<file path="src/rtl/ui_pkg.sv">
// Shared UI front-end definitions: key debounce FSM states and 50 MHz default timing.
package ui_pkg;

    typedef enum logic [1:0] {
        IDLE,
        PRESS_WAIT,
        PRESSED,
        RELEASE_WAIT
    } key_state_t;

    localparam int unsigned DEF_SYNC_STAGES     = 2;
    localparam int unsigned DEF_DEBOUNCE_CYCLES = 1_000_000;
    localparam int unsigned DEF_LONG_CYCLES     = 50_000_000;
    localparam int unsigned DEF_HOLD_CYCLES     = 33_554_432;
    localparam bit          DEF_ACTIVE_LOW      = 1'b1;

endpackage

</file>
<file path="src/rtl/bit_synchronizer.sv">
// N-flop synchronizer for a single asynchronous input; flops reset to RESET_VAL.
module bit_synchronizer #(
    parameter int unsigned STAGES    = 2,
    parameter logic        RESET_VAL = 1'b0
) (
    input  logic clk,
    input  logic reset,
    input  logic d,
    output logic q
);

    logic [STAGES-1:0] chain;

    always_ff @(posedge clk or posedge reset) begin
        if (reset) begin
            chain <= {STAGES{RESET_VAL}};
        end else begin
            chain <= {chain[STAGES-2:0], d};
        end
    end

    assign q = chain[STAGES-1];

endmodule

</file>
<file path="src/rtl/key_trigger_ctrl.sv">
// Pushbutton front end: synchronize, debounce, emit press/release/long strobes
// and a stretched `active` level for slow-clock consumers.
module key_trigger_ctrl
    import ui_pkg::*;
#(
    parameter int unsigned SYNC_STAGES     = DEF_SYNC_STAGES,
    parameter int unsigned DEBOUNCE_CYCLES = DEF_DEBOUNCE_CYCLES,
    parameter int unsigned LONG_CYCLES     = DEF_LONG_CYCLES,
    parameter int unsigned HOLD_CYCLES     = DEF_HOLD_CYCLES,
    parameter bit          ACTIVE_LOW      = DEF_ACTIVE_LOW
) (
    input  logic clk,
    input  logic reset,
    input  logic key_raw,
    output logic key_level,
    output logic press_pulse,
    output logic release_pulse,
    output logic long_pulse,
    output logic active
);

    localparam int unsigned DB_W   = $clog2(DEBOUNCE_CYCLES + 1);
    localparam int unsigned LONG_W = $clog2(LONG_CYCLES + 1);
    localparam int unsigned HOLD_W = $clog2(HOLD_CYCLES + 1);

    localparam logic [DB_W-1:0]   DB_LAST   = DB_W'(DEBOUNCE_CYCLES - 1);
    localparam logic [DB_W-1:0]   DB_ONE    = DB_W'(1);
    localparam logic [LONG_W-1:0] LONG_LAST = LONG_W'(LONG_CYCLES - 1);
    localparam logic [LONG_W-1:0] LONG_MAX  = LONG_W'(LONG_CYCLES);
    localparam logic [HOLD_W-1:0] HOLD_LOAD = HOLD_W'(HOLD_CYCLES);
    // With a single-cycle debounce the wait states are skipped entirely.
    localparam bit                DB_IMMEDIATE = (DEBOUNCE_CYCLES == 1);

    key_state_t        state;
    key_state_t        state_next;
    logic              key_sync;
    logic              k;
    logic              db_done;
    logic [DB_W-1:0]   db_cnt;
    logic [LONG_W-1:0] long_cnt;
    logic [HOLD_W-1:0] hold_cnt;
    logic [HOLD_W-1:0] hold_next;
    logic              press_ev;
    logic              release_ev;
    logic              long_ev;

    bit_synchronizer #(
        .STAGES    (SYNC_STAGES),
        .RESET_VAL (ACTIVE_LOW)
    ) u_sync (
        .clk   (clk),
        .reset (reset),
        .d     (key_raw),
        .q     (key_sync)
    );

    assign k       = key_sync ^ ACTIVE_LOW;
    assign db_done = (db_cnt == DB_LAST);

    always_ff @(posedge clk or posedge reset) begin
        if (reset) begin
            state <= IDLE;
        end else begin
            state <= state_next;
        end
    end

    always_comb begin
        state_next = state;
        case (state)
            IDLE: begin
                if (k) state_next = DB_IMMEDIATE ? PRESSED : PRESS_WAIT;
            end
            PRESS_WAIT: begin
                if (!k)          state_next = IDLE;
                else if (db_done) state_next = PRESSED;
            end
            PRESSED: begin
                if (!k) state_next = DB_IMMEDIATE ? IDLE : RELEASE_WAIT;
            end
            RELEASE_WAIT: begin
                if (k)            state_next = PRESSED;
                else if (db_done) state_next = IDLE;
            end
            default: state_next = IDLE;
        endcase
    end

    always_comb begin
        press_ev   = 1'b0;
        release_ev = 1'b0;
        long_ev    = 1'b0;
        case (state)
            IDLE:         press_ev = k && DB_IMMEDIATE;
            PRESS_WAIT:   press_ev = k && db_done;
            PRESSED: begin
                long_ev    = (long_cnt == LONG_LAST);
                release_ev = !k && DB_IMMEDIATE;
            end
            RELEASE_WAIT: release_ev = !k && db_done;
            default: ;
        endcase
        // A press reload wins over the decrement so active never dips on retrigger.
        if (press_ev) begin
            hold_next = HOLD_LOAD;
        end else if (hold_cnt != '0) begin
            hold_next = hold_cnt - HOLD_W'(1);
        end else begin
            hold_next = '0;
        end
    end

    always_ff @(posedge clk or posedge reset) begin
        if (reset) begin
            db_cnt        <= '0;
            long_cnt      <= '0;
            hold_cnt      <= '0;
            key_level     <= 1'b0;
            press_pulse   <= 1'b0;
            release_pulse <= 1'b0;
            long_pulse    <= 1'b0;
            active        <= 1'b0;
        end else begin
            press_pulse   <= press_ev;
            release_pulse <= release_ev;
            long_pulse    <= long_ev;
            hold_cnt      <= hold_next;
            active        <= (hold_next != '0);

            if (press_ev) begin
                key_level <= 1'b1;
            end else if (release_ev) begin
                key_level <= 1'b0;
            end

            if ((state == IDLE && k) || (state == PRESSED && !k)) begin
                db_cnt <= DB_ONE;
            end else if (((state == PRESS_WAIT && k) || (state == RELEASE_WAIT && !k)) && !db_done) begin
                db_cnt <= db_cnt + DB_W'(1);
            end

            if (press_ev) begin
                long_cnt <= '0;
            end else if (state == PRESSED && long_cnt != LONG_MAX) begin
                long_cnt <= long_cnt + LONG_W'(1);
            end
        end
    end

endmodule

</file>
<file path="config.mk">
export PLATFORM = sky130hd
export DESIGN_NAME = key_trigger_ctrl
export DESIGN_NICKNAME = d
export VERILOG_FILES = /design/src/rtl/ui_pkg.sv /design/src/rtl/bit_synchronizer.sv /design/src/rtl/key_trigger_ctrl.sv
export SDC_FILE = /design/constraint.sdc
export NUM_CORES = 1
export LEC_CHECK = 0
export ABC_AREA = 0
export CAP_MARGIN = 10
export CELL_PAD_IN_SITES_DETAIL_PLACEMENT = 1
export CELL_PAD_IN_SITES_GLOBAL_PLACEMENT = 1
export CORE_MARGIN = 2
export CORE_UTILIZATION = 50
export CTS_BUF_LIST = sky130_fd_sc_hd__clkbuf_16
export DETAILED_ROUTE_END_ITERATION = 6
export PLACE_DENSITY_LB_ADDON = 0.08
export REMOVE_ABC_BUFFERS = 1
export SYNTH_ARGS = -nofsm -noshare
export SYNTH_HDL_FRONTEND = slang
export SYNTH_SLANG_ARGS = --single-unit
</file>
<file path="constraint.sdc">
create_clock -name clk -period 6.3 [get_ports clk]
set_input_delay 0.945 -clock clk [delete_from_list [all_inputs] [get_ports clk]]
set_output_delay 0.945 -clock clk [all_outputs]
set_load 0.03 [all_outputs]
</file>
Figure 1. Power grid.
Bar = 20 um. Pins as bars on the die edge.
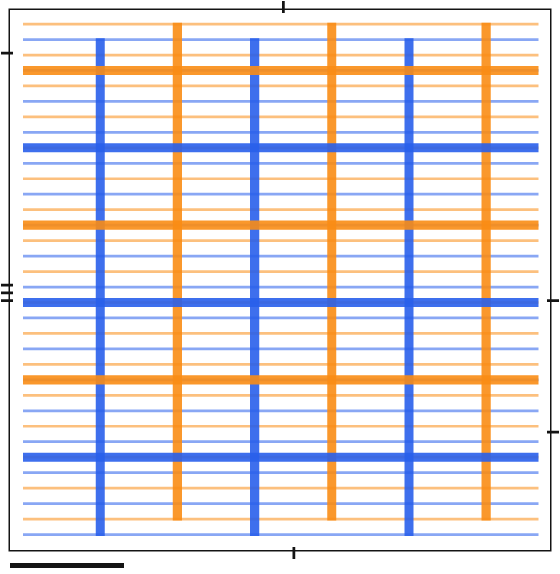
[orange] VDD
[blue] VSS
met5 straps: 6
rows: 33
met1 rails: 34
signal pins: 8

Figure 2. Placement by cell class.
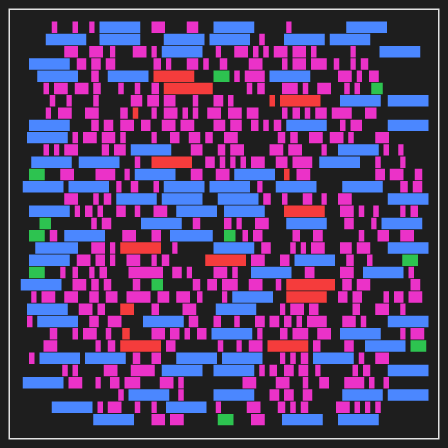
[magenta] all other logic | cells: 341
[green] other buffers and delay cells | cells: 11
[blue] flip-flops | cells: 81
[red] clock drivers and dummy loads | cells: 16

Figure 3. Clock network drawn from the DEF.
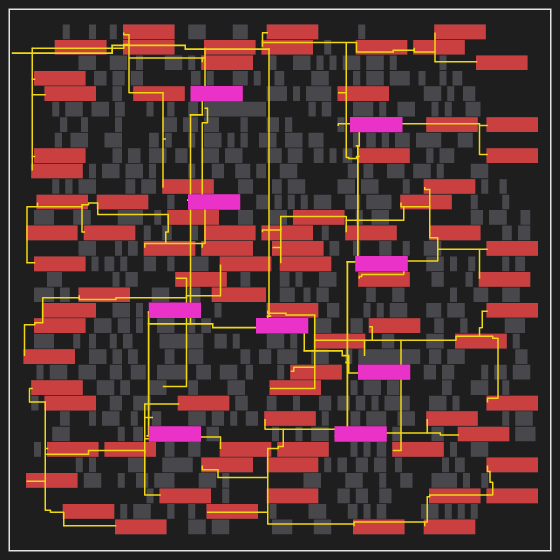
[magenta] cells driving clock nets | count: 9
[red] flip-flops | count: 81
[yellow] clock wires | length: 1090 um
routed clock nets: 10
flops lie: widely spread
worst skew pair latency: 0.34 ns
Clk. pwr: 0.553 mW
relative contribution of the clock network to total power: 49.9%
Fin Clk Skew: 0.008992 ns

Figure 4. Metal layers overlaid.
Bar = 20 um.
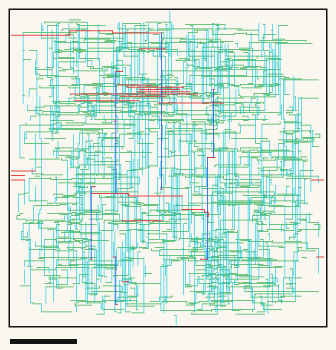
[blue] met4 | wire length: 171 um
[red] met3 | wire length: 282 um
[green] met1 | wire length: 4610 um
[cyan] met2 | wire length: 4700 um

==> impl_metrics.xml <==
<?xml version="1.0" encoding="UTF-8"?>
<metrics>
  <group name="synth">
    <metric name="post_synth_main_area_contributors" unit="">sky130_fd_sc_hd__dfrtp_1, sky130_fd_sc_hd__nor2_1, sky130_fd_sc_hd__xor2_1</metric>
    <metric name="yosysCellCount" unit="">431</metric>
    <metric name="synth-warning-count" unit="">0</metric>
    <metric name="synth_top_area_share" unit="%">47.79</metric>
    <metric name="synth-async-reset-ratio" unit="%">100.0</metric>
    <metric name="flop_cell" unit="">sky130_fd_sc_hd__dfrtp_1</metric>
    <metric name="synthesized_flop_and_latch_total" unit="">81</metric>
  </group>
  <group name="sta">
    <metric name="fin_hold_ws" unit="ns">0.3685</metric>
    <metric name="report.final.setup_viol" unit="">0</metric>
    <metric name="timing.final.max_slew_violations" unit="">0</metric>
    <metric name="timing.max_slew.rel_slack" unit="%">33.08</metric>
  </group>
  <group name="final_layout">
    <metric name="layout_top_cells_excl_fill_tap" unit="">sky130_fd_sc_hd__nor2_1, sky130_fd_sc_hd__dfrtp_1, sky130_fd_sc_hd__xor2_1</metric>
    <metric name="layout-drive-gt1-share" unit="%">6.459</metric>
    <metric name="reg_area" unit="um^2">2029</metric>
    <metric name="filler_cell_count" unit="">914</metric>
    <metric name="layout_overhead_on_the_synthesized_area" unit="%">12.19</metric>
  </group>
  <group name="status">
    <metric name="outcome" unit="">finished clean</metric>
  </group>
  <group name="placed_design">
    <metric name="placed_area" unit="um^2">4323</metric>
    <metric name="buffers_on_ports" unit="">7</metric>
  </group>
  <group name="worst_setup_path">
    <metric name="critical_path.reg2reg.startpoint" unit="">hold_cnt[0]$_DFF_PP0_</metric>
    <metric name="critPathMaxFanout" unit="">24</metric>
    <metric name="worstSetupEndpointType" unit="">register</metric>
  </group>
  <group name="clocking">
    <metric name="clk_root_buffer_cell" unit="">sky130_fd_sc_hd__clkbuf_16</metric>
    <metric name="cts.repair_timing.setup_buffer_count" unit="">0</metric>
  </group>
  <group name="route">
    <metric name="finalWirelength" unit="mm">9.768</metric>
    <metric name="drt_iter0_drc" unit="">172</metric>
    <metric name="final_antenna_net_count" unit="">0</metric>
    <metric name="detail_route.drc_violations" unit="">0</metric>
  </group>
  <group name="global_routing">
    <metric name="globalRouteOverflowTotal" unit="">0</metric>
  </group>
  <group name="job">
    <metric name="max_cap_viol_count" unit="">0</metric>
  </group>
  <group name="power">
    <metric name="total_power" unit="mW">1.108</metric>
  </group>
  <group name="floorplan">
    <metric name="die.size.x" unit="um">94.96</metric>
    <metric name="die_outline_area" unit="um^2">9016</metric>
    <metric name="core_area" unit="um^2">8134</metric>
  </group>
</metrics>
[worst min-delay path by stage]
stage                           endpoint  slack (ns)
3_5_place_dp   u_sync.chain[1]$_DFF_PP1_        0.36
3_3_place_gp   u_sync.chain[1]$_DFF_PP1_        0.36
6_report       u_sync.chain[1]$_DFF_PP1_        0.37
4_1_cts        u_sync.chain[1]$_DFF_PP1_        0.37
2_1_floorplan  u_sync.chain[1]$_DFF_PP1_        0.35
5_1_grt        u_sync.chain[1]$_DFF_PP1_        0.37
[worst max-delay path: stages (launching register included)]
cell                      delay (ns)
sky130_fd_sc_hd__dfrtp_1        0.44
sky130_fd_sc_hd__inv_1          0.09
sky130_fd_sc_hd__ha_1           0.32
sky130_fd_sc_hd__or3b_2         0.55
sky130_fd_sc_hd__or4_1          0.60
sky130_fd_sc_hd__nand2_1        0.68
sky130_fd_sc_hd__nor2_1         0.13
[synth_stat cells (2+ instances only)]
master	n
sky130_fd_sc_hd__clkbuf_1	5
sky130_fd_sc_hd__or3_1	3
sky130_fd_sc_hd__ha_1	4
sky130_fd_sc_hd__or3b_2	2
sky130_fd_sc_hd__or4_1	7
sky130_fd_sc_hd__xnor2_1	26
sky130_fd_sc_hd__and4_1	7
sky130_fd_sc_hd__a2111oi_2	2
sky130_fd_sc_hd__nand4b_1	4
sky130_fd_sc_hd__nor4_1	8
sky130_fd_sc_hd__nor3b_1	4
sky130_fd_sc_hd__a21oi_1	8
sky130_fd_sc_hd__dfstp_2	2
sky130_fd_sc_hd__nand2_1	34
sky130_fd_sc_hd__nor4_2	2
sky130_fd_sc_hd__o41ai_1	2
sky130_fd_sc_hd__o31ai_1	3
sky130_fd_sc_hd__nand3_1	20
sky130_fd_sc_hd__dfrtp_1	79
sky130_fd_sc_hd__and2_1	4
sky130_fd_sc_hd__and4b_1	4
sky130_fd_sc_hd__a211oi_1	2
sky130_fd_sc_hd__a31oi_1	3
sky130_fd_sc_hd__nor2_1	86
sky130_fd_sc_hd__inv_1	9
sky130_fd_sc_hd__buf_2	4
sky130_fd_sc_hd__nor3_1	12
sky130_fd_sc_hd__and3_1	10
sky130_fd_sc_hd__nor4b_1	3
sky130_fd_sc_hd__o21ai_0	9
sky130_fd_sc_hd__nand4_1	15
sky130_fd_sc_hd__xor2_1	35
sky130_fd_sc_hd__nor2b_1	2
[power by group]
group          internal [mW]  leakage [nW]  total [mW]  switching (mW)
Sequential             0.525          1.12       0.530         0.00524
Combinational        0.00638         0.925      0.0251          0.0187
Clock                  0.343         0.152       0.553           0.210
[final cells by class]
type,instances,share of cell area [%]
multi-input combinational,332,43.84
inverter,9,0.7549
sequential,81,43.73
clock inverter,7,1.833
clock buffer,9,4.853
timing repair buffer,11,2.157
tap,105,2.831
[metal layers]
layer  vias up  track usage (%)  routed length, um
li1       1530                -                  -
met1      1625            33.26               4612
met2        41            38.42               4703
met3        15            2.713                282
met4         0            9.420                170
met5         -                0                  0
[logic make-up (layout without fill, tap and decap cells)]
logic type / Yosys count / in the layout / synth area share, %
simple gates: 232 / 232 / 29.31
compound gates: 35 / 35 / 5.747
buf+inv: 18 / 36 / 1.754
flops: 81 / 81 / 49.06
fa+ha+maj: 4 / 4 / 1.210
xor+xnor: 61 / 61 / 12.92
Power and IR drop assume default switching activity.
